==> run_1/placement_by_type.png <==
The bar under the picture is 100 um long.
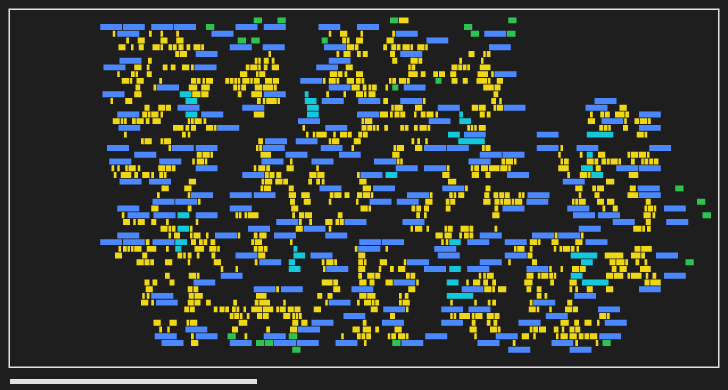
==> run_1/clk_routes.png <==
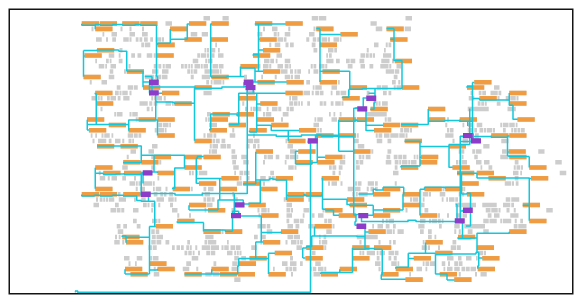
==> run_1/layer_met1.png <==
Supply wires on this layer in gray. Cells faint in the background.
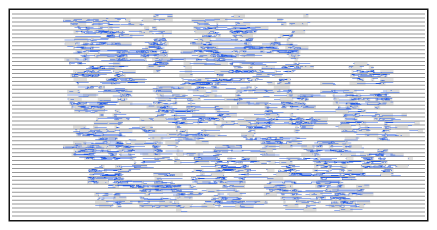
### src/rtl/vga_pkg.sv
// Shared types and helpers for the vga game front end.
// The button FSM state enum and a counter-width helper live here.
package vga_pkg;

  typedef enum logic [1:0] {
    RELEASED,
    HELD_DELAY,
    HELD_REPEAT
  } btn_state_t;

  // Bits needed to count up to max(a, b) - 1, never less than one bit.
  function automatic int cnt_width(input int a, input int b);
    int m;
    m = (a > b) ? a : b;
    return (m < 2) ? 1 : $clog2(m);
  endfunction

endpackage

### src/rtl/button_channel.sv
// One push-button channel: 2-flop synchroniser, debounce counter,
// press/release FSM and auto-repeat hold counter.
module button_channel
  import vga_pkg::*;
#(
  parameter int DEBOUNCE_CYCLES = 50000,
  parameter int REPEAT_DELAY    = 25000000,
  parameter int REPEAT_PERIOD   = 5000000
) (
  input  logic clk,
  input  logic rst,
  input  logic btn_raw,
  input  logic repeat_en,
  output logic btn_level,
  output logic btn_press,
  output logic btn_release
);

  localparam int DB_W   = cnt_width(DEBOUNCE_CYCLES, DEBOUNCE_CYCLES);
  localparam int HOLD_W = cnt_width(REPEAT_DELAY, REPEAT_PERIOD);

  localparam logic [DB_W-1:0]   DB_LAST     = DB_W'(DEBOUNCE_CYCLES - 1);
  localparam logic [HOLD_W-1:0] DELAY_LAST  = HOLD_W'(REPEAT_DELAY - 1);
  localparam logic [HOLD_W-1:0] PERIOD_LAST = HOLD_W'(REPEAT_PERIOD - 1);

  logic [1:0]        sync;
  logic              s;
  logic [DB_W-1:0]   db_cnt;
  logic              accept_rise;
  logic              accept_fall;
  btn_state_t        state;
  btn_state_t        state_next;
  logic [HOLD_W-1:0] hold_cnt;
  logic [HOLD_W-1:0] hold_next;
  logic              press_next;
  logic              release_next;

  always_ff @(posedge clk or posedge rst) begin
    if (rst) begin
      sync <= '0;
    end else begin
      sync <= {sync[0], btn_raw};
    end
  end

  assign s = sync[1];

  // A change is accepted on the cycle the counter sits at its terminal value
  // while the synchronised input still disagrees with the debounced level.
  assign accept_rise = (s != btn_level) && (db_cnt == DB_LAST) && s;
  assign accept_fall = (s != btn_level) && (db_cnt == DB_LAST) && !s;

  always_ff @(posedge clk or posedge rst) begin
    if (rst) begin
      db_cnt    <= '0;
      btn_level <= 1'b0;
    end else if (s == btn_level) begin
      db_cnt <= '0;
    end else if (db_cnt == DB_LAST) begin
      db_cnt    <= '0;
      btn_level <= s;
    end else begin
      db_cnt <= db_cnt + DB_W'(1);
    end
  end

  always_ff @(posedge clk or posedge rst) begin
    if (rst) begin
      state       <= RELEASED;
      hold_cnt    <= '0;
      btn_press   <= 1'b0;
      btn_release <= 1'b0;
    end else begin
      state       <= state_next;
      hold_cnt    <= hold_next;
      btn_press   <= press_next;
      btn_release <= release_next;
    end
  end

  // The hold counter and state advance independently of repeat_en.
  always_comb begin
    state_next = state;
    hold_next  = hold_cnt;
    unique case (state)
      RELEASED: begin
        hold_next = '0;
        if (accept_rise) begin
          state_next = HELD_DELAY;
        end
      end
      HELD_DELAY: begin
        if (accept_fall) begin
          state_next = RELEASED;
          hold_next  = '0;
        end else if (hold_cnt == DELAY_LAST) begin
          state_next = HELD_REPEAT;
          hold_next  = '0;
        end else begin
          hold_next = hold_cnt + HOLD_W'(1);
        end
      end
      HELD_REPEAT: begin
        if (accept_fall) begin
          state_next = RELEASED;
          hold_next  = '0;
        end else if (hold_cnt == PERIOD_LAST) begin
          hold_next = '0;
        end else begin
          hold_next = hold_cnt + HOLD_W'(1);
        end
      end
      default: begin
        state_next = RELEASED;
        hold_next  = '0;
      end
    endcase
  end

  // A release always wins over a repeat strobe due on the same cycle.
  always_comb begin
    press_next   = 1'b0;
    release_next = 1'b0;
    unique case (state)
      RELEASED: begin
        press_next = accept_rise;
      end
      HELD_DELAY: begin
        if (accept_fall) begin
          release_next = 1'b1;
        end else if (hold_cnt == DELAY_LAST) begin
          press_next = repeat_en;
        end
      end
      HELD_REPEAT: begin
        if (accept_fall) begin
          release_next = 1'b1;
        end else if (hold_cnt == PERIOD_LAST) begin
          press_next = repeat_en;
        end
      end
      default: begin
        press_next   = 1'b0;
        release_next = 1'b0;
      end
    endcase
  end

endmodule

### src/rtl/button_conditioner.sv
// N independent push-button channels, each a button_channel instance.
module button_conditioner #(
  parameter int N_BTN           = 4,
  parameter int DEBOUNCE_CYCLES = 50000,
  parameter int REPEAT_DELAY    = 25000000,
  parameter int REPEAT_PERIOD   = 5000000
) (
  input  logic             clk,
  input  logic             rst,
  input  logic [N_BTN-1:0] btn_raw,
  input  logic [N_BTN-1:0] repeat_en,
  output logic [N_BTN-1:0] btn_level,
  output logic [N_BTN-1:0] btn_press,
  output logic [N_BTN-1:0] btn_release
);

  for (genvar i = 0; i < N_BTN; i++) begin : g_ch
    button_channel #(
      .DEBOUNCE_CYCLES(DEBOUNCE_CYCLES),
      .REPEAT_DELAY   (REPEAT_DELAY),
      .REPEAT_PERIOD  (REPEAT_PERIOD)
    ) u_channel (
      .clk        (clk),
      .rst        (rst),
      .btn_raw    (btn_raw[i]),
      .repeat_en  (repeat_en[i]),
      .btn_level  (btn_level[i]),
      .btn_press  (btn_press[i]),
      .btn_release(btn_release[i])
    );
  end

endmodule

### config.mk
export PLATFORM = sky130hd
export DESIGN_NAME = button_conditioner
export DESIGN_NICKNAME = d
export VERILOG_FILES = /design/src/rtl/vga_pkg.sv /design/src/rtl/button_channel.sv /design/src/rtl/button_conditioner.sv
export SDC_FILE = /design/constraint.sdc
export NUM_CORES = 1
export LEC_CHECK = 0
export CORE_ASPECT_RATIO = 0.5
export CORE_UTILIZATION = 24
export CTS_BUF_LIST = sky130_fd_sc_hd__clkbuf_4 sky130_fd_sc_hd__clkbuf_8
export CTS_CLUSTER_DIAMETER = 50
export CTS_CLUSTER_SIZE = 16
export DETAILED_ROUTE_END_ITERATION = 6
export PLACE_DENSITY = 0.37
export SLEW_MARGIN = 20
export SYNTH_ARGS = -nofsm -noshare
export SYNTH_HDL_FRONTEND = slang
export SYNTH_SLANG_ARGS = --single-unit
### constraint.sdc
create_clock -name clk -period 9.1 [get_ports clk]
set_input_delay 1.82 -clock clk [delete_from_list [all_inputs] [get_ports clk]]
set_output_delay 1.82 -clock clk [all_outputs]
set_load 0.005 [all_outputs]
==> Slide: Implementation Results, run 1 <==
Flow Results at a Glance

Place
  – Setup WS pre-CTS: 5.154 ns
  – GPL Wtd Cong: just over 0.7
  – DP Wirelength: 13220 um

Setup path
  – RR Startpoint: g_ch[1].u_channel.db_cnt[0]$_DFF_PP0_
  – R2R Path End: g_ch[1].u_channel.hold_cnt[22]$_DFF_PP0_
  – Flop2flop setup slack: 6.52 ns
  – Critical Path Start Type: flip-flop
  – Critical path endpoint: btn_level[1]
  – CP max stage delay: 0.56 ns
  – WP buf/inv: 1
  – Critical Path AT: between 1.5 and 2 ns
  – CP max-delay cell: clkdlybuf4s50_1

Layout
  – Signal buffers share of area: 2.132%
  – Top cell excl fill/tap: dfrtp_1
  – Number of logic gates: about 730
  – Flop area: roughly 4800 um^2
  – P&R area growth vs syn: 12.38%
  – Comb area: 4602 um^2
  – Largest registers: g_ch.u_channel.hold_cnt (100), g_ch.u_channel.db_cnt (64)
  – Number of diodes: 0
  – Largest register FFs: about 100
  – Fillers: roughly 4.1k
  – Flop share of the area: 44.01%
  – Clock buffer cells: 22
  – Design Area, Final: 10920 um^2

Global routing
  – Met1 usage in global routing: 14.37%
  – Gr busiest metal: met2
  – First-pass GRT wire length: 35510 um
  – Total GRT Usage: 10.56%
  – Met2 usage: 16.50%
  – Initial antenna violation count: 0

Timing
  – Slew Limit Fails: 0
  – RSZ-0062 raised after global routing: no
  – Worst clock skew: 0.01290 ns
  – Post-route setup TNS: 0 ns
  – Final hold vios: 0
  – Fin crit share: 36.60%
  – Max frequency: 300.3 MHz
  – Final setup margin: between 5 and 6 ns
  – Crit path time final: around 3.3 ns

Logic synthesis
  – Main area contributors: dfrtp_1 (49%), xor2_1 (9.1%), nor2_1 (6.8%)
  – Yosys warning count: 0
  – And-or/or-and share of the synthesized area: roughly 4%
  – Synth area leader: dfrtp_1
  – YS chip area: 9716 um^2
  – Flops after synth: 192
  – Comb area leader: simple AND/OR/NAND/NOR gates
  – Synth Instances: between 900 and 1k
  – Syn_area_per_cell: 9.874 um^2
  – Ys async rst share: 100.0%
  – Cell variety after synth: approximately 53
  – AND/OR/NAND/NOR Cells, Area Fraction: 27.22%

Floorplan
  – # IOs: 22
  – # Taps: around 530
  – Pre-Place Util: 24.68%

Power
  – Leakage power: 0.004283 uW
  – Reg power frac: between 50% and 60%
  – Top power group: registers
  – Comb pwr: 35.7 uW
  – P_seq: 865 uW
  – Int Power: 1226 uW
  – Switching Power: about 340 uW

Route
  – Routed Antenna Nets: 0
  – Met1 WL: 10420 um
  – Drt first pass iters: 4
  – DRC: 0
  – Routed WL per cell: 13.01 um
  – Vias: 6843

Clock tree
  – Clock root cell: clkbuf_8
  – Postcts setup bufs: 0
  – Num CTS Buffers: 17

Job
  – Tool warnings: 40

Worst hold path
  – HP Class: reg -> reg

Outcome
  – Status: completed
About placement_by_type.png:
- blue: sequential cells (cells 192; share of their area 47%)
- green: remaining buffers and delay cells (cells 24; share of their area 2.3%)
- cyan: clock drivers and dummy loads (cells 32; share of their area 4.6%)
- yellow: combinational and other logic (cells 764; share of their area 46%)

About clk_routes.png:
- cyan: clock wires (length 2910 um)
- purple: clock drivers (count 17)
- orange: flip-flops (count 192)
- flops lie: spread over the die

About layer_met1.png:
- nets with wire on the layer: 967
- main direction: horizontal
- longest straight run: 31.7 um
- wire length on this layer: 10400 um
- share of all routed wire: 52%

==> run_1/sizes.png <==
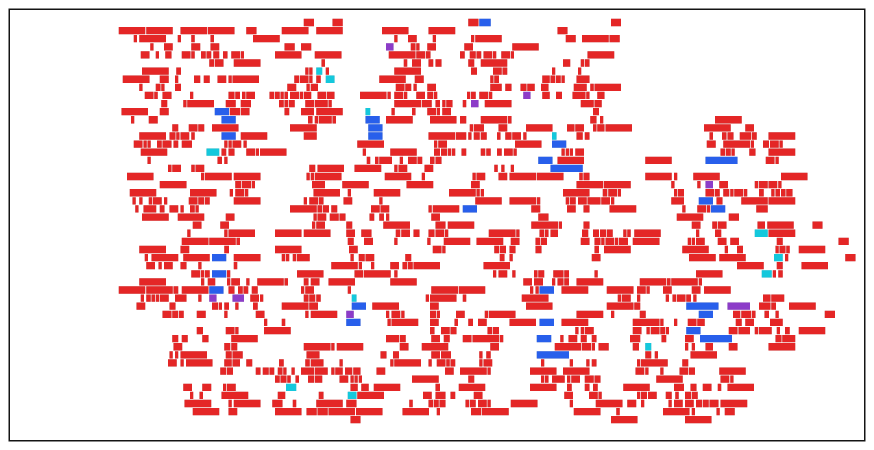

## Run 2: what changed since run 1
clock period = 3.2 ns   (was 9.1 ns; I/O delays follow)
==> run_2/sizes.png <==
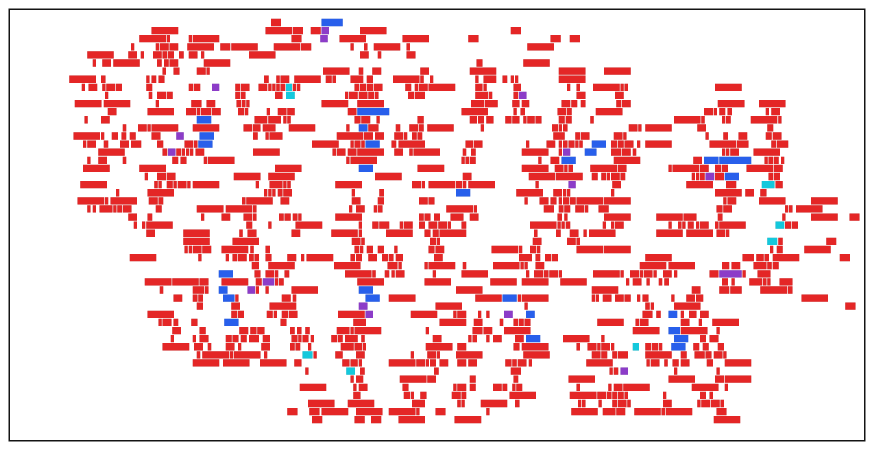
- cyan: _2 cells (cells 8; share 0.79%)
- blue: _6 and larger (cells 28; share 2.8%)
- purple: _3 and _4 cells (cells 16; share 1.6%)
- red: _0 and _1 cells (cells 966; share 95%)

==> run_2/clk_routes.png <==
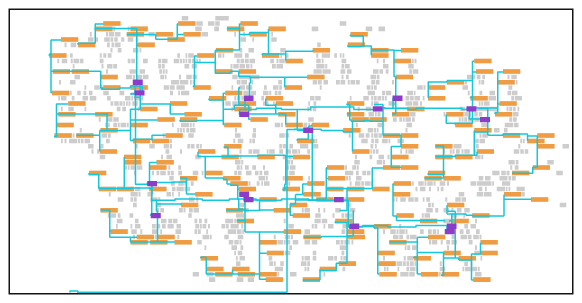
- purple: clock drivers (count 17)
- orange: flip-flops (count 192)
- cyan: clock wires (length 2910 um)
- flops lie: spread over the die
- routed clock nets: 18

==> run 2 against run 1 <==
- combinational power went up to 2.9 times the previous value
- die area stayed put
- routed wire length is 0.88% lower
- hold slack better by 0.0049 ns
- clock power went up to 2.6 times the previous value
==> Slide: Implementation Results, run 2 <==
Flow Results at a Glance

Global routing
  – Met2 usage: 16.92% (+0.42 points)
  – Gr busiest metal: met2
  – Met1 usage in global routing: 13.41% (-0.96 points)
  – Total GRT Usage: 10.34% (-0.22 points)

Timing
  – Fin crit share: 79.17%
  – Slew Limit Fails: 0 (unchanged)
  – Crit path time final: 2.533 ns
  – Final hold vios: 0 (unchanged)
  – RSZ-0062 raised after global routing: no

Power
  – Reg power frac: 57.4% (+2.3 points)
  – Leakage power: 0.004281 uW (about the same)
  – Switching Power: 1069 uW (+210%)
  – Int Power: 3214 uW (+160%)

Layout
  – Number of logic gates: 729 (unchanged)
  – Largest registers: g_ch.u_channel.hold_cnt (100), g_ch.u_channel.db_cnt (64)
  – Top cell excl fill/tap: dfrtp_1
  – Comb area: 4596 um^2 (-0.14%)
  – Signal buffers share of area: 2.661% (+0.53 points)

Route
  – Vias: 6882 (+0.57%)
  – DRC: 0 (unchanged)
  – Met1 WL: 10000 um (-4.0%)

Floorplan
  – Pre-Place Util: 24.68% (unchanged)
  – # Taps: 530 (unchanged)

Setup path
  – CP max stage delay: 0.58 ns (+0.02 ns)
  – Critical Path Start Type: flip-flop
  – WP buf/inv: 0 (-1)
  – CP max-delay cell: o211ai_4
  – Flop2flop setup slack: 0.67 ns (-5.85 ns)

Clock tree
  – Num CTS Buffers: 17 (unchanged)

Logic synthesis
  – YS chip area: 9716 um^2 (unchanged)
  – Comb area leader: simple AND/OR/NAND/NOR gates
  – And-or/or-and share of the synthesized area: 4.095% (unchanged)
  – Main area contributors: dfrtp_1 (49%), xor2_1 (9.1%), nor2_1 (6.8%)

Outcome
  – Status: completed

Place
  – GPL Wtd Cong: 0.7494 (+5.9%)
No activity file was given, so power comes from the tool's default toggle rates.
